File: config.mk
export PLATFORM = sky130hd
export DESIGN_NAME = regfile_mp
export DESIGN_NICKNAME = d
export VERILOG_FILES = /design/src/rtl/regfile_pkg.sv /design/src/rtl/regfile_word.sv /design/src/rtl/regfile_mp.sv
export SDC_FILE = /design/constraint.sdc
export NUM_CORES = 2
export LEC_CHECK = 0
export CAP_MARGIN = 10
export CELL_PAD_IN_SITES_DETAIL_PLACEMENT = 1
export CELL_PAD_IN_SITES_GLOBAL_PLACEMENT = 1
export CORE_MARGIN = 1
export CORE_UTILIZATION = 35
export DETAILED_ROUTE_END_ITERATION = 8
export GPL_ROUTABILITY_DRIVEN = 0
export PLACE_DENSITY = 0.59
export SYNTH_ARGS = -nofsm -noshare
export SYNTH_HDL_FRONTEND = slang
export SYNTH_SLANG_ARGS = --single-unit
File: constraint.sdc
create_clock -name clk -period 3.99 [get_ports clk]
set_clock_uncertainty 0.2 [all_clocks]
set_input_delay 0.798 -clock clk [delete_from_list [all_inputs] [get_ports clk]]
set_output_delay 0.798 -clock clk [all_outputs]
set_load 0.03 [all_outputs]
File: src/rtl/regfile_pkg.sv
// Shared constants and configuration helpers for the multi-port register file.
package regfile_pkg;

   localparam int RF_WIDTH = 32;
   localparam int RF_DEPTH = 32;
   localparam int RF_NRD   = 2;

   function automatic int bytes_of(input int width);
      return width / 8;
   endfunction

   function automatic bit cfg_ok(input int width, input int depth, input int nrd);
      return (width % 8 == 0) && (depth >= 2) && (nrd >= 1) && (nrd <= 4);
   endfunction

endpackage

File: src/rtl/regfile_word.sv
// One storage word with synchronous active-low clear and byte-enabled write.
module regfile_word
   import regfile_pkg::*;
#(
   parameter  int WIDTH = RF_WIDTH,
   localparam int NB    = bytes_of(WIDTH)
) (
   input  logic             clk,
   input  logic             rst_n,
   input  logic             we_i,
   input  logic [NB-1:0]    wbe_i,
   input  logic [WIDTH-1:0] wdata_i,
   output logic [WIDTH-1:0] q_o
);

   logic [WIDTH-1:0] word_q;
   logic [WIDTH-1:0] word_d;

   always_comb begin
      word_d = word_q;
      if (we_i) begin
         for (int k = 0; k < NB; k++) begin
            if (wbe_i[k]) word_d[8*k +: 8] = wdata_i[8*k +: 8];
         end
      end
   end

   always_ff @(posedge clk) begin
      if (!rst_n) word_q <= '0;
      else        word_q <= word_d;
   end

   assign q_o = word_q;

endmodule

File: src/rtl/regfile_mp.sv
// Multi-port register file: NRD combinational read ports, one byte-enabled
// synchronous write port, optional hardwired-zero entry 0 and write bypass.
module regfile_mp
   import regfile_pkg::*;
#(
   parameter  int WIDTH    = RF_WIDTH,
   parameter  int DEPTH    = RF_DEPTH,
   parameter  int NRD      = RF_NRD,
   parameter  int ZERO_REG = 1,
   parameter  int BYPASS   = 1,
   localparam int AW       = $clog2(DEPTH),
   localparam int NB       = bytes_of(WIDTH)
) (
   input  logic                 clk,
   input  logic                 rst_n,
   input  logic                 we,
   input  logic [AW-1:0]        waddr,
   input  logic [WIDTH-1:0]     wdata,
   input  logic [NB-1:0]        wbe,
   input  logic [NRD*AW-1:0]    raddr,
   output logic [NRD*WIDTH-1:0] rdata
);

   if (!cfg_ok(WIDTH, DEPTH, NRD)) begin : g_bad_cfg
      $error("regfile_mp: unsupported WIDTH/DEPTH/NRD combination");
   end

   localparam logic [AW:0] DEPTH_W = (AW+1)'(DEPTH);

   logic [WIDTH-1:0] word_val [DEPTH];
   logic             waddr_ok;
   logic             wvalid;
   logic [WIDTH-1:0] wr_old;
   logic [WIDTH-1:0] wr_merged;
   logic [WIDTH-1:0] rd_port [NRD];

   // A write to the hardwired-zero entry is treated as no write at all, so it
   // can neither store nor bypass.
   assign waddr_ok = ({1'b0, waddr} < DEPTH_W) && !((ZERO_REG != 0) && (waddr == '0));
   assign wvalid   = rst_n && we && waddr_ok;

   for (genvar i = 0; i < DEPTH; i++) begin : g_word
      if ((ZERO_REG != 0) && (i == 0)) begin : g_zero
         assign word_val[i] = '0;
      end else begin : g_store
         regfile_word #(.WIDTH(WIDTH)) u_word (
            .clk     (clk),
            .rst_n   (rst_n),
            .we_i    (wvalid && (waddr == AW'(i))),
            .wbe_i   (wbe),
            .wdata_i (wdata),
            .q_o     (word_val[i])
         );
      end
   end

   assign wr_old = waddr_ok ? word_val[waddr] : '0;

   always_comb begin
      wr_merged = wr_old;
      for (int k = 0; k < NB; k++) begin
         if (wbe[k]) wr_merged[8*k +: 8] = wdata[8*k +: 8];
      end
   end

   always_comb begin
      for (int p = 0; p < NRD; p++) begin
         rd_port[p] = '0;
         if (rst_n && ({1'b0, raddr[p*AW +: AW]} < DEPTH_W)
             && !((ZERO_REG != 0) && (raddr[p*AW +: AW] == '0))) begin
            if ((BYPASS != 0) && wvalid && (raddr[p*AW +: AW] == waddr))
               rd_port[p] = wr_merged;
            else
               rd_port[p] = word_val[raddr[p*AW +: AW]];
         end
      end
   end

   for (genvar p = 0; p < NRD; p++) begin : g_rd
      assign rdata[p*WIDTH +: WIDTH] = rd_port[p];
   end

endmodule

Fig. 1: pin placement
Pins as bars across the die edge, other pins in grey.
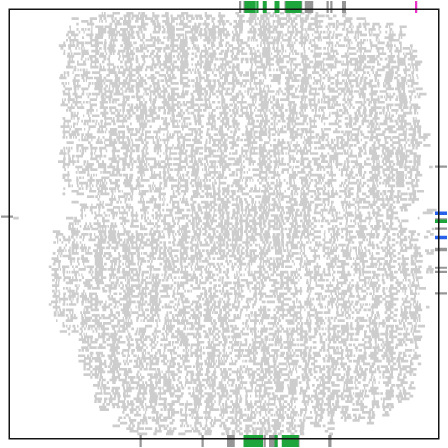
magenta -> clk  # pins 1, direction input, edge top
blue -> waddr  # pins 5, direction input, edge 4 right, 1 bottom
green -> rdata  # pins 64, direction output, edge 32 bottom, 30 top, 2 right
die width: 432 um
IO buf count: 117
die outline height: 432 um

Fig. 2: metal layers overlaid
Two of the layers only.
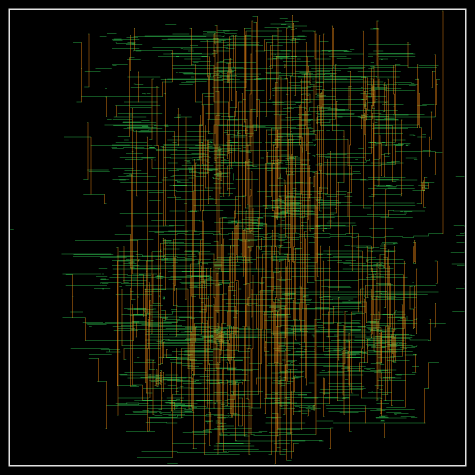
green -> M3  # wire length 28.4 mm
orange -> M4  # wire length 27.6 mm
gr usage total: 34.8%
routed len/inst: 34.7 um

Fig. 3: placed cells, one colour a class
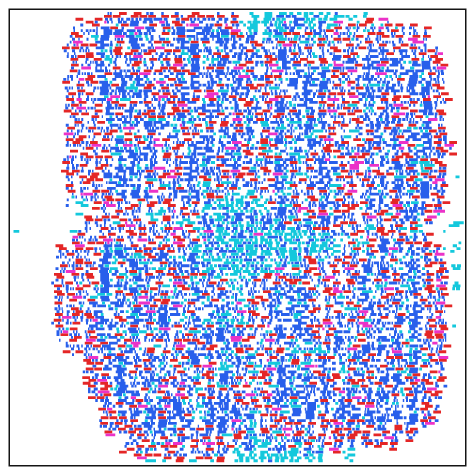
cyan -> remaining buffers and delay cells  # cells 1180
magenta -> clock drivers and dummy loads  # cells 218
blue -> remaining logic cells  # cells 4800
red -> registers  # cells 992
Final Util: 45.8%
Design Area, Final: 83900 um2
Core ar.: 183000 um2

==> results_dict.tcl <==
# yosys + openroad results
set metrics [dict create \
    instances_no_fill 9666 \
    max_cap_violations 0 \
    fp-utilization_pct 35.3 \
    insertion_delay_ns 0.79 \
    first_iter_violations 6896 \
    status "finished with violations" \
    dr.pass1.iters 6 \
    grt_pass1_vias 62200 \
    crit_end "rdata[49]" \
    h-tree-depth 3 \
    crit_family "buffers and inverters" \
    warning_count 43 \
    maxSlewHeadroom_pct -4.51 \
    tns_ns -4.27 \
    numClockSinks 992 \
    critPathLaunch "waddr[1]" \
    n_all_buffers 1180 \
    syn_area_um2 64600 \
    total_power_w 0.0263 \
    synth_cell_types 99 \
    antenna_found_initial 15 \
    cts_setup_buffers 91 \
    avgSynthCellArea_um2 9.98 \
    syn_to_final_growth_pct 29.8 \
    placed_area_um2 74300 \
    num_tap_cells 2464 \
    via_count 61900 \
    fin_ws_ns -0.239 \
    hold_slack_ns 0.200 \
    crit_cells 13 \
    dominant_cells "multi-input combinational cells" \
    violations "slew limit, setup timing" \
    final-clk-cell-share_pct 4.96 \
    critPathKind "in -> out" \
    grt_setup_unrepaired "yes" \
    p_leak_nw 31.7 \
    sh_seq_area_pct 23.7 \
    finalSetupViolCount 51 \
    required_ns 2.99 \
    ys_async_sr_fraction_pct 0 \
    pg_seq_w 0.00995 \
    holdBufCountCts 0 \
    report.final.slew_viol_count 68 \
    non_clock_inverter_count 17 \
    insertedDiodeCount 12 \
    grt_max_degree 245 \
    dp.cells 9280 \
    hold_path_end "g_word[11].g_store.u_word.q_o[29]" \
    postSynthSeqShare_pct 30.7 \
    layout_top_cell "dfxtp_1" \
    clock_buffers 171 \
    fp_nets 6529 \
    dp_hpwl_um 240000 \
    max-clock-path-buffers 3 \
    grt_pass1_wl_um 470000 \
    ios 118 \
    topCellsByArea "dfxtp_1 (31%), mux4_2 (19%), mux2i_1 (11%)" \
    comb_cells 4783 \
    cpPeakStageDelay_ns 0.49 \
    period_used_pct 106 \
    r2r-end "g_word[31].g_store.u_word.q_o[27]" \
    power_switching_w 0.00751 \
    drc_errors 0 \
    crit_fanout 8 \
    regToRegStartpoint "g_word[31].g_store.u_word.q_o[27]" \
    clockRootBuffer "clkbuf_16" \
    dpl_worst_slack_ns -0.651 \
    synth_cells 6475 \
    grt_overflow 0 \
    start_kind "input pin" \
    common_cells "dfxtp_1 (992), nand2_1 (849), mux2i_1 (718), nand3_1 (619), a21boi_0 (583)" \
    ff2ff_path_depth 2 \
]
==> routing by layer <==
| metal | share of wire, % | routed length (um) | track usage, % | vias to the layer above |
|---|---|---|---|---|
| met1 | 39 | 132000 | 44.5 | 31900 |
| met2 | 44 | 147000 | 53.1 | 3411 |
| met3 | 8.5 | 28400 | 6.33 | 1076 |
| li1 | - | - | - | 25500 |
| met5 | 0.010 | 34 | 0 | - |
| met4 | 8.2 | 27600 | 24.7 | 4 |
==> cell families (layout without fill, tap and decap cells) <==
group,after synthesis,after routing,synth area share (%)
other,0,12,0
buffers and inverters,700,1415,5.55
xor gates and xnor gates,10,10,0.136
muxes,1390,1390,32.9
and+or+nand+nor,2187,2187,16.7
DFF,992,992,30.7
AOI/OAI and AO/OA,1196,1196,14.0
